### src/rtl/trap_pkg.sv
`default_nettype none
// ============================================================================
// Module      : trap_pkg
// Description : Shared constants and types for the trap sequencer:
//               RISC-V exception cause codes, the idle code, FSM state
//               encoding, event-class encoding and the ecall cause helper.
// Revision    : 1.0  initial release
// ============================================================================
package trap_pkg;

    // XLEN width encodings; data/address width W = 1 << (XLEN + 4)
    localparam int XLEN_32B = 1;
    localparam int XLEN_64B = 2;

    // Commit-code value meaning "no trap of this class this cycle"
    localparam logic [3:0] EXC_NONE = 4'hF;

    // RISC-V synchronous exception causes (mcause[3:0])
    localparam logic [3:0] EXC_INST_MISALIGN  = 4'd0;
    localparam logic [3:0] EXC_INST_ACCESS    = 4'd1;
    localparam logic [3:0] EXC_ILLEGAL_INST   = 4'd2;
    localparam logic [3:0] EXC_BREAKPOINT     = 4'd3;
    localparam logic [3:0] EXC_LOAD_MISALIGN  = 4'd4;
    localparam logic [3:0] EXC_LOAD_ACCESS    = 4'd5;
    localparam logic [3:0] EXC_STORE_MISALIGN = 4'd6;
    localparam logic [3:0] EXC_STORE_ACCESS   = 4'd7;
    localparam logic [3:0] EXC_ECALL_U        = 4'd8;
    localparam logic [3:0] EXC_ECALL_S        = 4'd9;
    localparam logic [3:0] EXC_ECALL_M        = 4'd11;

    // Privilege modes
    localparam logic [1:0] PRIV_U = 2'd0;
    localparam logic [1:0] PRIV_S = 2'd1;
    localparam logic [1:0] PRIV_M = 2'd3;

    // Sequencer FSM states
    typedef enum logic [1:0] {
        ST_IDLE     = 2'd0,
        ST_FLUSH    = 2'd1,
        ST_COMMIT   = 2'd2,
        ST_REDIRECT = 2'd3
    } trap_state_t;

    // Event class; ecall is an F/D-class trap since it commits on the f_d record
    typedef enum logic [1:0] {
        EV_NONE = 2'd0,
        EV_FD   = 2'd1,
        EV_EM   = 2'd2,
        EV_MRET = 2'd3
    } ev_class_t;

    // Ecall cause depends on the mode the ecall was executed from.
    // The reserved mode 2 is treated as M.
    function automatic logic [3:0] ecall_cause(input logic [1:0] priv);
        logic [3:0] cause;
        case (priv)
            PRIV_U:  cause = EXC_ECALL_U;
            PRIV_S:  cause = EXC_ECALL_S;
            default: cause = EXC_ECALL_M;
        endcase
        return cause;
    endfunction

endpackage
`default_nettype wire

### src/rtl/trap_sequencer_if.sv
`default_nettype none
// ============================================================================
// Module      : trap_sequencer_if
// Description : Bundle of pipeline event inputs, CSR values and commit /
//               redirect outputs of the trap sequencer.
//               master : the sequencer (reads events, drives commit/redirect)
//               slave  : pipeline + CSR unit side
// Revision    : 1.0  initial release
// ============================================================================
interface trap_sequencer_if #(
    parameter int W = 64
);
    // Pipeline event inputs
    logic         i_exc_valid_f_d;
    logic [3:0]   i_exc_code_f_d;
    logic [W-1:0] i_exc_pc_f_d;
    logic         i_ecall_d;
    logic         i_mret_d;
    logic [W-1:0] i_pc_d;
    logic         i_exc_valid_e_m;
    logic [3:0]   i_exc_code_e_m;
    logic [W-1:0] i_exc_pc_e_m;
    logic [W-1:0] i_exc_addr_e_m;
    // CSR file values
    logic [1:0]   i_current_privilege;
    logic [W-1:0] i_mtvec;
    logic [W-1:0] i_mepc;
    // Commit record to the CSR unit
    logic [3:0]   o_exception_code_f_d_ff;
    logic [W-1:0] o_exception_pc_f_d_ff;
    logic [3:0]   o_exception_code_e_m_ff;
    logic [W-1:0] o_exception_pc_e_m_ff;
    logic [W-1:0] o_exception_addr_e_m_ff;
    logic         o_mret_e;
    // Pipeline control
    logic         o_flush;
    logic         o_stall_fetch;
    logic         o_pc_redirect;
    logic [W-1:0] o_pc_redirect_target;
    logic         o_busy;

    modport master (
        input  i_exc_valid_f_d, i_exc_code_f_d, i_exc_pc_f_d,
        input  i_ecall_d, i_mret_d, i_pc_d,
        input  i_exc_valid_e_m, i_exc_code_e_m, i_exc_pc_e_m, i_exc_addr_e_m,
        input  i_current_privilege, i_mtvec, i_mepc,
        output o_exception_code_f_d_ff, o_exception_pc_f_d_ff,
        output o_exception_code_e_m_ff, o_exception_pc_e_m_ff, o_exception_addr_e_m_ff,
        output o_mret_e, o_flush, o_stall_fetch,
        output o_pc_redirect, o_pc_redirect_target, o_busy
    );

    modport slave (
        output i_exc_valid_f_d, i_exc_code_f_d, i_exc_pc_f_d,
        output i_ecall_d, i_mret_d, i_pc_d,
        output i_exc_valid_e_m, i_exc_code_e_m, i_exc_pc_e_m, i_exc_addr_e_m,
        output i_current_privilege, i_mtvec, i_mepc,
        input  o_exception_code_f_d_ff, o_exception_pc_f_d_ff,
        input  o_exception_code_e_m_ff, o_exception_pc_e_m_ff, o_exception_addr_e_m_ff,
        input  o_mret_e, o_flush, o_stall_fetch,
        input  o_pc_redirect, o_pc_redirect_target, o_busy
    );

endinterface
`default_nettype wire

### src/rtl/trap_priority_select.sv
`default_nettype none
// ============================================================================
// Module      : trap_priority_select
// Description : Combinational arbiter over same-cycle trap events.
//               Priority: E/M exception > F/D exception > ecall > mret
//               (E/M holds the oldest instruction).
// Ports       : i_*           raw event inputs from the pipeline
//               o_ev_class    winning class (EV_NONE when nothing pending)
//               o_code/pc/addr record to latch for the winner
// Revision    : 1.0  initial release
// ============================================================================
module trap_priority_select
    import trap_pkg::*;
#(
    parameter int W = 64
) (
    input  wire logic         i_exc_valid_f_d,
    input  wire logic [3:0]   i_exc_code_f_d,
    input  wire logic [W-1:0] i_exc_pc_f_d,
    input  wire logic         i_ecall_d,
    input  wire logic         i_mret_d,
    input  wire logic [W-1:0] i_pc_d,
    input  wire logic         i_exc_valid_e_m,
    input  wire logic [3:0]   i_exc_code_e_m,
    input  wire logic [W-1:0] i_exc_pc_e_m,
    input  wire logic [W-1:0] i_exc_addr_e_m,
    input  wire logic [1:0]   i_current_privilege,
    output ev_class_t         o_ev_class,
    output logic [3:0]        o_code,
    output logic [W-1:0]      o_pc,
    output logic [W-1:0]      o_addr
);

    always_comb begin
        o_ev_class = EV_NONE;
        o_code     = EXC_NONE;
        o_pc       = '0;
        o_addr     = '0;
        if (i_exc_valid_e_m) begin
            o_ev_class = EV_EM;
            o_code     = i_exc_code_e_m;
            o_pc       = i_exc_pc_e_m;
            o_addr     = i_exc_addr_e_m;
        end else if (i_exc_valid_f_d) begin
            o_ev_class = EV_FD;
            o_code     = i_exc_code_f_d;
            o_pc       = i_exc_pc_f_d;
        end else if (i_ecall_d) begin
            o_ev_class = EV_FD;
            o_code     = ecall_cause(i_current_privilege);
            o_pc       = i_pc_d;
        end else if (i_mret_d) begin
            o_ev_class = EV_MRET;
            o_pc       = i_pc_d;
        end
    end

endmodule
`default_nettype wire

### src/rtl/trap_sequencer.sv
`default_nettype none
// ============================================================================
// Module      : trap_sequencer
// Description : Producer side of the CSR trap interface. Arbitrates pipeline
//               trap events, flushes the pipeline for FLUSH_CYCLES cycles,
//               presents one single-cycle commit record, then redirects the
//               PC to mtvec (trap) or mepc (mret).
// Ports       : i_clk     clock
//               i_rst     synchronous active-high reset (priority over i_clk_en)
//               i_clk_en  global stall; low freezes all state and outputs
//               bus       trap_sequencer_if.master (events in, commit/redirect out)
// Revision    : 1.0  initial release
// ============================================================================
module trap_sequencer
    import trap_pkg::*;
#(
    parameter int XLEN         = XLEN_64B,
    parameter int FLUSH_CYCLES = 2           // legal range 1..15
) (
    input  wire logic        i_clk,
    input  wire logic        i_rst,
    input  wire logic        i_clk_en,
    trap_sequencer_if.master bus
);

    localparam int           W            = 1 << (XLEN + 4);
    localparam logic [3:0]   C_CNT_INIT   = 4'(FLUSH_CYCLES - 1);
    localparam logic [W-1:0] C_ALIGN_MASK = {{(W-2){1'b1}}, 2'b00};

    // Arbiter result
    ev_class_t    sel_class_w;
    logic [3:0]   sel_code_w;
    logic [W-1:0] sel_pc_w;
    logic [W-1:0] sel_addr_w;

    // State and latched trap record
    trap_state_t  state_q, state_d;
    logic [3:0]   cnt_q,   cnt_d;
    ev_class_t    class_q, class_d;
    logic [3:0]   code_q,  code_d;
    logic [W-1:0] pc_q,    pc_d;
    logic [W-1:0] addr_q,  addr_d;

    trap_priority_select #(.W(W)) u_prio (
        .i_exc_valid_f_d     (bus.i_exc_valid_f_d),
        .i_exc_code_f_d      (bus.i_exc_code_f_d),
        .i_exc_pc_f_d        (bus.i_exc_pc_f_d),
        .i_ecall_d           (bus.i_ecall_d),
        .i_mret_d            (bus.i_mret_d),
        .i_pc_d              (bus.i_pc_d),
        .i_exc_valid_e_m     (bus.i_exc_valid_e_m),
        .i_exc_code_e_m      (bus.i_exc_code_e_m),
        .i_exc_pc_e_m        (bus.i_exc_pc_e_m),
        .i_exc_addr_e_m      (bus.i_exc_addr_e_m),
        .i_current_privilege (bus.i_current_privilege),
        .o_ev_class          (sel_class_w),
        .o_code              (sel_code_w),
        .o_pc                (sel_pc_w),
        .o_addr              (sel_addr_w)
    );

    always_ff @(posedge i_clk) begin
        if (i_rst) begin
            state_q <= ST_IDLE;
            cnt_q   <= '0;
            class_q <= EV_NONE;
            code_q  <= EXC_NONE;
            pc_q    <= '0;
            addr_q  <= '0;
        end else if (i_clk_en) begin
            state_q <= state_d;
            cnt_q   <= cnt_d;
            class_q <= class_d;
            code_q  <= code_d;
            pc_q    <= pc_d;
            addr_q  <= addr_d;
        end
    end

    // Next state: events are only accepted in IDLE; anything raised while a
    // sequence is active belongs to younger instructions that get flushed.
    always_comb begin
        state_d = state_q;
        cnt_d   = cnt_q;
        class_d = class_q;
        code_d  = code_q;
        pc_d    = pc_q;
        addr_d  = addr_q;
        case (state_q)
            ST_IDLE: begin
                if (sel_class_w != EV_NONE) begin
                    state_d = ST_FLUSH;
                    cnt_d   = C_CNT_INIT;
                    class_d = sel_class_w;
                    code_d  = sel_code_w;
                    pc_d    = sel_pc_w;
                    addr_d  = sel_addr_w;
                end
            end
            ST_FLUSH: begin
                if (cnt_q == 4'd0) begin
                    state_d = ST_COMMIT;
                end else begin
                    cnt_d = cnt_q - 4'd1;
                end
            end
            ST_COMMIT:   state_d = ST_REDIRECT;
            ST_REDIRECT: state_d = ST_IDLE;
            default:     state_d = ST_IDLE;
        endcase
    end

    // Outputs decode only registered state, so no input-to-commit path exists.
    // The redirect target reads the CSR file in REDIRECT, i.e. after any CSR
    // update performed in response to the COMMIT record.
    always_comb begin
        bus.o_exception_code_f_d_ff = EXC_NONE;
        bus.o_exception_pc_f_d_ff   = '0;
        bus.o_exception_code_e_m_ff = EXC_NONE;
        bus.o_exception_pc_e_m_ff   = '0;
        bus.o_exception_addr_e_m_ff = '0;
        bus.o_mret_e                = 1'b0;
        bus.o_flush                 = 1'b0;
        bus.o_stall_fetch           = 1'b0;
        bus.o_pc_redirect           = 1'b0;
        bus.o_pc_redirect_target    = '0;
        bus.o_busy                  = (state_q != ST_IDLE);
        case (state_q)
            ST_FLUSH: begin
                bus.o_flush       = 1'b1;
                bus.o_stall_fetch = 1'b1;
            end
            ST_COMMIT: begin
                bus.o_stall_fetch = 1'b1;
                case (class_q)
                    EV_FD: begin
                        bus.o_exception_code_f_d_ff = code_q;
                        bus.o_exception_pc_f_d_ff   = pc_q;
                    end
                    EV_EM: begin
                        bus.o_exception_code_e_m_ff = code_q;
                        bus.o_exception_pc_e_m_ff   = pc_q;
                        bus.o_exception_addr_e_m_ff = addr_q;
                    end
                    EV_MRET: bus.o_mret_e = 1'b1;
                    default: ;
                endcase
            end
            ST_REDIRECT: begin
                bus.o_pc_redirect        = 1'b1;
                bus.o_pc_redirect_target = (class_q == EV_MRET) ? bus.i_mepc
                                                                : (bus.i_mtvec & C_ALIGN_MASK);
            end
            default: ;
        endcase
    end

endmodule
`default_nettype wire

### src/flat_wrapper.sv
// flat-port wrapper written by rule: the top's interface ports become plain ports
module trap_sequencer_flat import trap_pkg::*;
#(
    parameter int XLEN         = XLEN_64B,
    parameter int FLUSH_CYCLES = 2                               
)
  (i_clk, i_rst, i_clk_en, bus_i_exc_valid_f_d, bus_i_exc_code_f_d, bus_i_exc_pc_f_d, bus_i_ecall_d, bus_i_mret_d, bus_i_pc_d, bus_i_exc_valid_e_m, bus_i_exc_code_e_m, bus_i_exc_pc_e_m, bus_i_exc_addr_e_m, bus_i_current_privilege, bus_i_mtvec, bus_i_mepc, bus_o_exception_code_f_d_ff, bus_o_exception_pc_f_d_ff, bus_o_exception_code_e_m_ff, bus_o_exception_pc_e_m_ff, bus_o_exception_addr_e_m_ff, bus_o_mret_e, bus_o_flush, bus_o_stall_fetch, bus_o_pc_redirect, bus_o_pc_redirect_target, bus_o_busy);
  trap_sequencer_if #(.W(64)) bus_i ();
  input  wire logic i_clk;
  input  wire logic i_rst;
  input  wire logic i_clk_en;
  input wire logic [$bits(bus_i.i_exc_valid_f_d)-1:0] bus_i_exc_valid_f_d;
  input wire logic [$bits(bus_i.i_exc_code_f_d)-1:0] bus_i_exc_code_f_d;
  input wire logic [$bits(bus_i.i_exc_pc_f_d)-1:0] bus_i_exc_pc_f_d;
  input wire logic [$bits(bus_i.i_ecall_d)-1:0] bus_i_ecall_d;
  input wire logic [$bits(bus_i.i_mret_d)-1:0] bus_i_mret_d;
  input wire logic [$bits(bus_i.i_pc_d)-1:0] bus_i_pc_d;
  input wire logic [$bits(bus_i.i_exc_valid_e_m)-1:0] bus_i_exc_valid_e_m;
  input wire logic [$bits(bus_i.i_exc_code_e_m)-1:0] bus_i_exc_code_e_m;
  input wire logic [$bits(bus_i.i_exc_pc_e_m)-1:0] bus_i_exc_pc_e_m;
  input wire logic [$bits(bus_i.i_exc_addr_e_m)-1:0] bus_i_exc_addr_e_m;
  input wire logic [$bits(bus_i.i_current_privilege)-1:0] bus_i_current_privilege;
  input wire logic [$bits(bus_i.i_mtvec)-1:0] bus_i_mtvec;
  input wire logic [$bits(bus_i.i_mepc)-1:0] bus_i_mepc;
  output wire logic [$bits(bus_i.o_exception_code_f_d_ff)-1:0] bus_o_exception_code_f_d_ff;
  output wire logic [$bits(bus_i.o_exception_pc_f_d_ff)-1:0] bus_o_exception_pc_f_d_ff;
  output wire logic [$bits(bus_i.o_exception_code_e_m_ff)-1:0] bus_o_exception_code_e_m_ff;
  output wire logic [$bits(bus_i.o_exception_pc_e_m_ff)-1:0] bus_o_exception_pc_e_m_ff;
  output wire logic [$bits(bus_i.o_exception_addr_e_m_ff)-1:0] bus_o_exception_addr_e_m_ff;
  output wire logic [$bits(bus_i.o_mret_e)-1:0] bus_o_mret_e;
  output wire logic [$bits(bus_i.o_flush)-1:0] bus_o_flush;
  output wire logic [$bits(bus_i.o_stall_fetch)-1:0] bus_o_stall_fetch;
  output wire logic [$bits(bus_i.o_pc_redirect)-1:0] bus_o_pc_redirect;
  output wire logic [$bits(bus_i.o_pc_redirect_target)-1:0] bus_o_pc_redirect_target;
  output wire logic [$bits(bus_i.o_busy)-1:0] bus_o_busy;
  assign bus_i.i_exc_valid_f_d = bus_i_exc_valid_f_d;
  assign bus_i.i_exc_code_f_d = bus_i_exc_code_f_d;
  assign bus_i.i_exc_pc_f_d = bus_i_exc_pc_f_d;
  assign bus_i.i_ecall_d = bus_i_ecall_d;
  assign bus_i.i_mret_d = bus_i_mret_d;
  assign bus_i.i_pc_d = bus_i_pc_d;
  assign bus_i.i_exc_valid_e_m = bus_i_exc_valid_e_m;
  assign bus_i.i_exc_code_e_m = bus_i_exc_code_e_m;
  assign bus_i.i_exc_pc_e_m = bus_i_exc_pc_e_m;
  assign bus_i.i_exc_addr_e_m = bus_i_exc_addr_e_m;
  assign bus_i.i_current_privilege = bus_i_current_privilege;
  assign bus_i.i_mtvec = bus_i_mtvec;
  assign bus_i.i_mepc = bus_i_mepc;
  assign bus_o_exception_code_f_d_ff = bus_i.o_exception_code_f_d_ff;
  assign bus_o_exception_pc_f_d_ff = bus_i.o_exception_pc_f_d_ff;
  assign bus_o_exception_code_e_m_ff = bus_i.o_exception_code_e_m_ff;
  assign bus_o_exception_pc_e_m_ff = bus_i.o_exception_pc_e_m_ff;
  assign bus_o_exception_addr_e_m_ff = bus_i.o_exception_addr_e_m_ff;
  assign bus_o_mret_e = bus_i.o_mret_e;
  assign bus_o_flush = bus_i.o_flush;
  assign bus_o_stall_fetch = bus_i.o_stall_fetch;
  assign bus_o_pc_redirect = bus_i.o_pc_redirect;
  assign bus_o_pc_redirect_target = bus_i.o_pc_redirect_target;
  assign bus_o_busy = bus_i.o_busy;
  trap_sequencer #(.XLEN(XLEN), .FLUSH_CYCLES(FLUSH_CYCLES)) u_core (.i_clk(i_clk), .i_rst(i_rst), .i_clk_en(i_clk_en), .bus(bus_i));
endmodule
### config.mk
export PLATFORM = sky130hd
export DESIGN_NAME = trap_sequencer_flat
export DESIGN_NICKNAME = d
export VERILOG_FILES = /design/src/rtl/trap_pkg.sv /design/src/rtl/trap_sequencer_if.sv /design/src/rtl/trap_priority_select.sv /design/src/rtl/trap_sequencer.sv /design/src/flat_wrapper.sv
export SDC_FILE = /design/constraint.sdc
export NUM_CORES = 1
export LEC_CHECK = 0
export CORE_AREA = 2 2 260 262
export CTS_CLUSTER_SIZE = 16
export DETAILED_ROUTE_END_ITERATION = 6
export DIE_AREA = 0 0 262 264
export GPL_TIMING_DRIVEN = 0
export MAX_ROUTING_LAYER = met4
export PLACE_DENSITY = 0.42
export SLEW_MARGIN = 10
export SYNTH_ARGS = -nofsm -noshare
export SYNTH_HDL_FRONTEND = slang
export SYNTH_SLANG_ARGS = --single-unit
export TNS_END_PERCENT = 50
### constraint.sdc
create_clock -name i_clk -period 2.25 [get_ports i_clk]
set_input_delay 0.3375 -clock i_clk [delete_from_list [all_inputs] [get_ports i_clk]]
set_output_delay 0.3375 -clock i_clk [all_outputs]
set_load 0.005 [all_outputs]
run_1/pins.png
(1 px per um) Pins as bars across the die edge, other pins in grey.
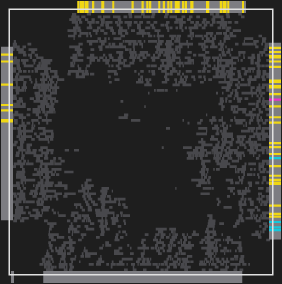
| colour | port | pins | direction | edge |
|---|---|---|---|---|
| yellow | bus_o_exception_pc_e_m_ff | 64 | output | 32 top, 25 right, 7 left |
| cyan | bus_o_exception_code_f_d_ff | 4 | output | right |
| magenta | bus_i_ecall_d | 1 | input | right |

run_1/port_nets.png
(1.5 px per um)
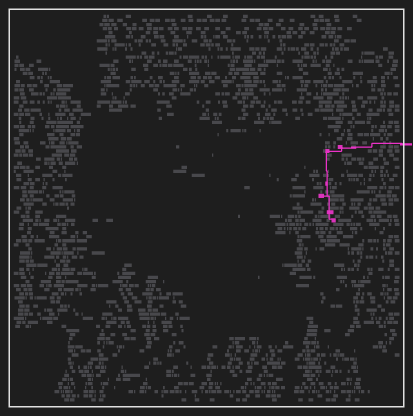
| colour | port | direction | edge | end cells | buffers | wire |
|---|---|---|---|---|---|---|
| magenta | bus_i_ecall_d | input | right | 6 | 1 | 111 um |

run_1/metal_stack.png
(1.5 px per um)
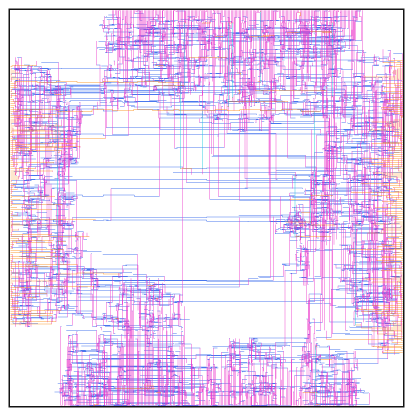
| colour | layer | wire length |
|---|---|---|
| blue | met1 | 25.0 mm |
| orange | met3 | 3850 um |
| magenta | met2 | 31.4 mm |
| cyan | met4 | 668 um |

==> flow_summary.toml, run 1 <==
# yosys + openroad results
[yosys]
most_common_cell = "and2_1"
ys_sh_aoi = 0.237
ys_types = 40
top_cells_by_count = "193 x and2_1, 191 x nand2_1, 140 x dfxtp_1, 84 x clkbuf_1, 73 x nor2_1"
synth_top_flop_cell = "dfxtp_1"
ys_seq_frac = 0.324
yosysWarningCount = 0
synthArstFlopShare = 0
ys_area_sq_um = 8660
synthSimpleGateAreaFrac = 0.368
ys_ff = 140
synth_area_leader_cell = "dfxtp_1"
adder_share = 0.0101
syn_inst = 1173
syn_avg_cell_area_sq_um = 7.38
xor_area_frac = 0
synthTopCellsByArea = "dfxtp_1 32%, and2_1 14%, nand2_1 8.3%"
netlist.area_leader.share = 0.324
synthesis.nets = 1581
top_logic_kind = "simple AND/OR/NAND/NOR gates"
mux_share = 0.00116
yosysCellCount = 1173

[setup_path]
r2r_slack_ps = 180
endpoint_kind = "output port"
worstSetupPathType = "reg -> out"
critical_path_arrival_ps = 2100
worstReg2RegStart = "u_core.state_q[0]$_SDFFE_PP0P_"
cp_num_cells = 9
crit_family = "buffers and inverters"
cp-start-kind = "flip-flop"
endpoint = "bus_o_exception_pc_e_m_ff[46]"
critical_path_required_ps = 1910
path_buffers = 6
worstPathMaxFanout = 6
cp_cell_sequence = "inv_4 > ha_4 > and3b_4 > buf_12 > clkbuf_16 > clkbuf_16 > buf_8 > and2_4 > buf_6"
crit_top_cell = "clkbuf_16"
r2r-end = "u_core.cnt_q[2]$_SDFFE_PP0P_"
cp_slowest_cell = "dfxtp_4"
slowest_delay_ps = 360
setup.worst_path.start = "u_core.state_q[0]$_SDFFE_PP0P_"

[detailed_routing]
drtPass1Iterations = 5
met3_length_um = 3850
drc = 0
m1WireLength_um = 25000
met2_length_um = 31400
drt_iter0_markers = 518
num_vias = 11416
totalWireLength_um = 60900
wl_per_cell_um = 21.5
routed.top_layer = "met4"
vias_per_cell = 4.03
final_antenna_net_count = 0

[placed_design]
io_buffers = 666
post-dp-hpwl_um = 47400
place_congestion = 0.887

[timing]
hold_viol = 0
relSlewSlack = 0.257
setup_viol = 151
period_used_share = 1.08
finClkSkew_ps = 13.9
worst_slack_ps = -185
tightest_slew_ps = 1110
finalCriticalPeriod_ps = 2430
rsz0062_at_grt = "true"

[run]
warnings = 35

[finish]
flops = 140
regArea_sq_um = 2820
layout.cells.most_common = "clkdlybuf4s50_1"
n_antenna_cell = 5
fin_cells = 2832
final-clk-cell-share = 0.0333
sh_seq_area = 0.148
syn2layout_area_growth_pct = 120
top_area_cell_class = "non-clock buffers"
fill_cells = 7141
drive_above_1_share = 0.307
comb_share = 0.307
comb_area_sq_um = 5840
lay_top_cells = "400 x clkdlybuf4s50_1, 187 x nand2_1, 169 x buf_6"
nNonClkBuffers = 866
inverters = 6
buffer_area_frac = 0.453

[floorplanning]
die_h_um = 264
io_pins = 670
fp_util = 0.130
taps = 873
die_w_um = 262
dieArea_sq_um = 69200

[clock_tree]
cts.sinks = 140
cts_setup_buffers = 59
path_clk_slew_ps = 70
cts_buffer_depth = 2
postCtsHoldBufs = 0
cts_tree = "yes"
root_buffer = "clkbuf_16"
clock.latency.late_pin_ps = 470
h-tree-depth = 4
cts_inserted_buffers = 17
cts_resized = 1263

[outcome]
status = "finished with violations"
violations = "setup timing"

[power_and_ir_drop]
p_seq_mw = 2.83
p_leak_nw = 7.90
p_comb_frac = 0.278
power_per_cell_area_nw_per_um2 = 440
p_int_mw = 5.84
netSwitchingPower_mw = 2.56
p_comb_mw = 2.34

[hold_path]
hold_depth = 2
worstHoldStart = "u_core.pc_q[28]$_SDFFE_PP0P_"
hp-class = "reg -> reg"

[global_routing]
track_usage = 0.173
grt_overflow = 0
grt_use_met1 = 0.197
met3_usage = 0.0420
met2_usage = 0.305
grt_pass1_wl_um = 83400
run 1: state kept, by name (all words and copies together), names as in the netlist:
register and cells:
u_core.state_q 2, u_core.pc_q 64, u_core.class_q 2, u_core.code_q 4, u_core.cnt_q 4, u_core.addr_q 64
run 1: through the flow:
stage | setup WS [ps] | instance area (sq um) | total power, mW | setup TNS (ps)
2_1_floorplan | 359 | 8660 | 3.67 | 0
3_3_place_gp | -1500 | 16400 | 4.95 | -299280
3_5_place_dp | -1580 | 16400 | 4.97 | -304890
4_1_cts | -263 | 18600 | 8.49 | -32280
5_1_grt | -243 | 19100 | 8.80 | -26880
6_report | -185 | 19100 | 8.40 | -14430
run_1/final_congestion.png
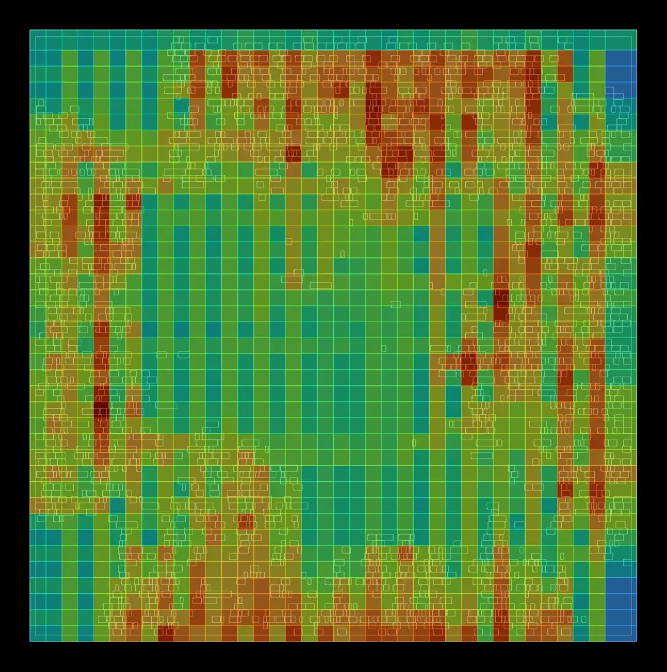

--- run 2 (diff from run 1) ---
--- a/config.mk
+++ b/config.mk
@@ -5,13 +5,13 @@
 export SDC_FILE = /design/constraint.sdc
 export NUM_CORES = 1
 export LEC_CHECK = 0
-export CORE_AREA = 2 2 260 262
+export CORE_AREA = 2 2 264 266
 export CTS_CLUSTER_SIZE = 16
 export DETAILED_ROUTE_END_ITERATION = 6
-export DIE_AREA = 0 0 262 264
+export DIE_AREA = 0 0 266 268
 export GPL_TIMING_DRIVEN = 0
 export MAX_ROUTING_LAYER = met4
-export PLACE_DENSITY = 0.42
+export PLACE_DENSITY = 0.43
 export SLEW_MARGIN = 10
 export SYNTH_ARGS = -nofsm -noshare
 export SYNTH_HDL_FRONTEND = slang
==> constraint.sdc (replaced) <==
create_clock -name i_clk -period 2.13 [get_ports i_clk]
set_input_delay 0.3195 -clock i_clk [delete_from_list [all_inputs] [get_ports i_clk]]
set_output_delay 0.3195 -clock i_clk [all_outputs]
set_load 0.005 [all_outputs]
run_2/final_congestion.png
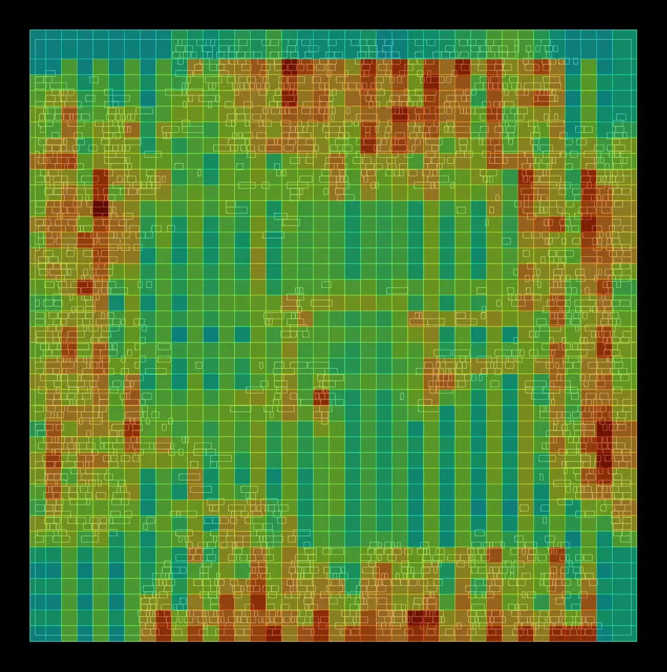
routed len/inst: 20.9 um
met2 usage: 0.277
final core utilization: 0.281
met3 GRT Util: 0.0505
Most Used Layer, Global Route: met2

==> flow_summary.toml, run 2 <==
# yosys + openroad results
[clock_tree]
cts_tree = "yes"
cts_setup_buffers = 36
cts_buffer_depth = 2
cts_inserted_buffers = 17
postCtsHoldBufs = 0
cts.sinks = 140
cts_resized = 802
clock.latency.late_pin_ps = 500
path_clk_slew_ps = 80
root_buffer = "clkbuf_16"
h-tree-depth = 4

[global_routing]
grt_pass1_wl_um = 81100
grt_use_met1 = 0.185
track_usage = 0.163
grt_overflow = 0

[setup_path]
critical_path_required_ps = 1810
cp-start-kind = "flip-flop"
worstPathMaxFanout = 4
setup.worst_path.start = "u_core.state_q[0]$_SDFFE_PP0P_"
critical_path_arrival_ps = 2220
r2r_slack_ps = -110
worstReg2RegStart = "u_core.state_q[0]$_SDFFE_PP0P_"
cp_cell_sequence = "inv_4 > ha_4 > and3b_4 > buf_6 > clkbuf_16 > buf_8 > clkbuf_16 > buf_12 > and2_4 > buf_6"
r2r-end = "u_core.pc_q[53]$_SDFFE_PP0P_"
endpoint_kind = "output port"
endpoint = "bus_o_exception_addr_e_m_ff[46]"
slowest_delay_ps = 380
cp_slowest_cell = "dfxtp_4"
worstSetupPathType = "reg -> out"

[placed_design]
placed_area_sq_um = 16400
post-dp-hpwl_um = 46300
post-place-ws_ps = -1750
place_congestion = 0.863

[detailed_routing]
drt_iter0_markers = 469
num_vias = 11417
final_antenna_net_count = 0
met3_length_um = 4200
routed.top_layer = "met4"
totalWireLength_um = 59700
vias_per_cell = 4.01
met2_length_um = 29600
m1WireLength_um = 24800

[yosys]
ys_seq_frac = 0.324
yosysWarningCount = 0
top_logic_kind = "simple AND/OR/NAND/NOR gates"
synthSimpleGateAreaFrac = 0.368
adder_share = 0.0101
synth_area_leader_cell = "dfxtp_1"
ys_sh_aoi = 0.237
yosysCellCount = 1173
syn_inst = 1173
synthArstFlopShare = 0
netlist.area_leader.share = 0.324
mux_share = 0.00116
ys_types = 40
synth_top_flop_cell = "dfxtp_1"
syn_avg_cell_area_sq_um = 7.38
top_cells_by_count = "193 x and2_1, 191 x nand2_1, 140 x dfxtp_1, 84 x clkbuf_1, 73 x nor2_1"
synthesis.nets = 1581
synthTopCellsByArea = "dfxtp_1 32%, and2_1 14%, nand2_1 8.3%"
xor_area_frac = 0
ys_ff = 140

[finish]
top_regs = "u_core.addr_q x64, u_core.pc_q x64"
fin_cells = 2848
syn2layout_area_growth_pct = 122
layout.cells.most_common = "clkdlybuf4s50_1"
drive_above_1_share = 0.280
stdcell_area_sq_um = 19200
lay_top_cells = "427 x clkdlybuf4s50_1, 188 x nand2_1, 169 x buf_6"

[floorplanning]
die_h_um = 268
die_w_um = 266
io_pins = 670
dieArea_sq_um = 71300
fp_util = 0.127

[power_and_ir_drop]
p_seq_mw = 3.00
p_leak_nw = 8.20
power.total_mw = 8.70
p_int_mw = 5.87
netSwitchingPower_mw = 2.84
power_per_cell_area_nw_per_um2 = 453
p_comb_frac = 0.283

[outcome]
status = "finished with violations"
violations = "setup timing"

[hold_path]
hp-class = "in -> reg"
hold_depth = 3
worstHoldStart = "bus_i_exc_addr_e_m[22]"

[timing]
setup_viol = 315
hold_viol = 0
relSlewSlack = 0.474
finClkSkew_ps = 25.6
finalCriticalPeriod_ps = 2540
worst_slack_ps = -410
tightest_slew_ps = 781
period_used_share = 1.19
rsz0062_at_grt = "true"

[run]
warnings = 36
run 2: cell types whose count changed in the layout (fill, tap and decap cells not counted), moves of 9 or more:
cell / before / now
a21boi_1: 26 / 12
dlymetal6s2s_1: 7 / 33
clkbuf_2: 42 / 33
clkdlybuf4s50_1: 400 / 427
a21boi_0: 28 / 42
buf_2: 71 / 35
clkdlybuf4s15_2: 1 / 14
run 2: final cells by class:
type	count	area, sq um
Antenna cell	6	15.0
Tap cell	882	1100
Sequential cell	140	2820
Fill cell	7330	49000
Inverter	6	25.0
Clock buffer	19	443
Buffer	108	872
Multi-Input combinational cell	911	5830
Clock inverter	13	150
Timing Repair Buffer	763	7940
run 2: worst max-delay path, delay by kind of cell, from the launching register on:
kind / cells / cell delay, ps
simple gates: 2 / 360
flops: 1 / 380
fa+ha+maj: 1 / 180
buf+inv: 7 / 810
run_2/port_nets.png
(1.5 px per um)
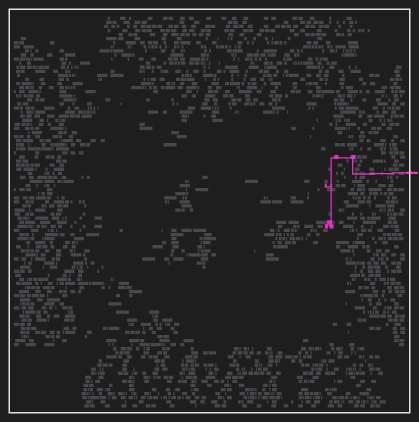

--- run 3 (diff from run 2) ---
--- a/config.mk
+++ b/config.mk
@@ -5,13 +5,14 @@
 export SDC_FILE = /design/constraint.sdc
 export NUM_CORES = 1
 export LEC_CHECK = 0
-export CORE_AREA = 2 2 264 266
+export CORE_AREA = 2 2 263 265
 export CTS_CLUSTER_SIZE = 16
 export DETAILED_ROUTE_END_ITERATION = 6
-export DIE_AREA = 0 0 266 268
+export DIE_AREA = 0 0 265 267
+export DONT_BUFFER_PORTS = 1
 export GPL_TIMING_DRIVEN = 0
 export MAX_ROUTING_LAYER = met4
-export PLACE_DENSITY = 0.43
+export PLACE_DENSITY = 0.34
 export SLEW_MARGIN = 10
 export SYNTH_ARGS = -nofsm -noshare
 export SYNTH_HDL_FRONTEND = slang
run_3/port_nets.png
(1.5 px per um)
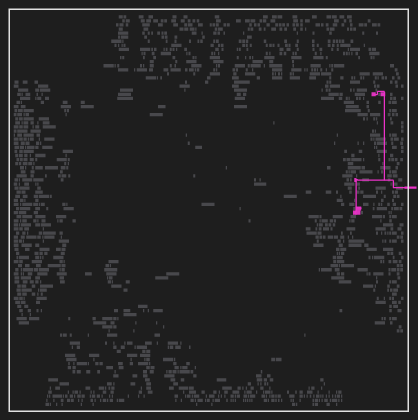
| colour | port | direction | edge | end cells | buffers | wire |
|---|---|---|---|---|---|---|
| magenta | bus_i_ecall_d | input | right | 6 | 0 | 133 um |

==> flow_summary.toml, run 3 <==
# yosys + openroad results
[setup_path]
critical_path_required_ps = 1810
worstPathMaxFanout = 10
setup.worst_path.start = "u_core.state_q[0]$_SDFFE_PP0P_"
worstSetupPathType = "reg -> out"
slowest_delay_ps = 360
worstReg2RegStart = "u_core.state_q[0]$_SDFFE_PP0P_"
cp-start-kind = "flip-flop"
crit_family = "buffers and inverters"
r2r_slack_ps = 130
endpoint_kind = "output port"
critical_path_arrival_ps = 1940
r2r-end = "u_core.pc_q[52]$_SDFFE_PP0P_"
endpoint = "bus_o_exception_addr_e_m_ff[33]"
cp_cell_sequence = "inv_4 > ha_4 > and3b_4 > clkbuf_16 > clkbuf_16 > and2_4"

[yosys]
ys_types = 40
synth_area_leader_cell = "dfxtp_1"
ys_ff = 140
synthTopCellsByArea = "dfxtp_1 32%, and2_1 14%, nand2_1 8.3%"
syn_inst = 1173
synthArstFlopShare = 0
yosysCellCount = 1173
top_cells_by_count = "193 x and2_1, 191 x nand2_1, 140 x dfxtp_1, 84 x clkbuf_1, 73 x nor2_1"
synth_top_flop_cell = "dfxtp_1"
ys_seq_frac = 0.324
synthesis.nets = 1581

[finish]
top_area_cell_class = "logic gates"
layout.cells.most_common = "nand2_1"
logic_gate_count = 910
syn2layout_area_growth_pct = 40.1
fill_cells = 7725
regArea_sq_um = 2810
buffer_area_frac = 0.141
sh_seq_area = 0.232
flops = 140
comb_share = 0.478
final-clk-cell-share = 0.0535
top_regs = "u_core.addr_q x64, u_core.pc_q x64"
nNonClkBuffers = 198
utilization = 0.178
fin_cells = 2176
lay_top_cells = "186 x nand2_1, 137 x dfxtp_1, 108 x and2_1"
stdcell_area_sq_um = 12100
n_antenna_cell = 8
nClkBuffers = 21
inverters = 6

[timing]
worst_slack_ps = -133
finalCriticalPeriod_ps = 2260
rsz0062_at_grt = "true"
finClkSkew_ps = 14.6
relSlewSlack = 0.260
hold_viol = 0
tightest_slew_ps = 1110
setup_viol = 170

[power_and_ir_drop]
p_comb_frac = 0.203
netSwitchingPower_mw = 2.50
p_comb_mw = 1.64
p_leak_nw = 4.41
power.total_mw = 8.04
p_seq_mw = 3.01

[clock_tree]
postCtsHoldBufs = 64
cts.sinks = 140
cts_buffer_depth = 2
clock.latency.late_pin_ps = 480
path_clk_slew_ps = 70
cts_tree = "yes"
cts_setup_buffers = 10
root_buffer = "clkbuf_16"
h-tree-depth = 4
cts_inserted_buffers = 17
cts_resized = 286

[hold_path]
hp-class = "in -> reg"

[outcome]
status = "finished with violations"
violations = "setup timing"

[floorplanning]
taps = 882
io_pins = 670
die_w_um = 265
die_h_um = 267
dieArea_sq_um = 70800

[detailed_routing]
vias_per_cell = 4.31
drt_iter0_markers = 443
final_antenna_net_count = 0
totalWireLength_um = 50900
wl_per_cell_um = 23.4

[placed_design]
post-dp-hpwl_um = 40700
placed_area_sq_um = 9760

[global_routing]
track_usage = 0.141
[run 3: cell counts after synthesis]
No cell type changed its count.
[run 3: cells by family after synthesis]
| group | after synthesis | synth area share |
|---|---|---|
| and+or+nand+nor | 626 | 0.368 |
| AOI/OAI and AO/OA | 276 | 0.237 |
| DFF | 140 | 0.324 |
| buffers and inverters | 123 | 0.0598 |
| adders and majority gates | 7 | 0.0101 |
| muxes | 1 | 0.00116 |
[run 3: layer usage]
| metal | track usage | wire length, um | vias up |
|---|---|---|---|
| met3 | 0.0343 | 3600 | 53 |
| met5 | - | 0 | - |
| met1 | 0.171 | 21700 | 4579 |
| met2 | 0.226 | 24400 | 493 |
| li1 | - | - | 4247 |
| met4 | 0.0502 | 1210 | 0 |
No activity file was given, so power comes from the tool's default toggle rates.
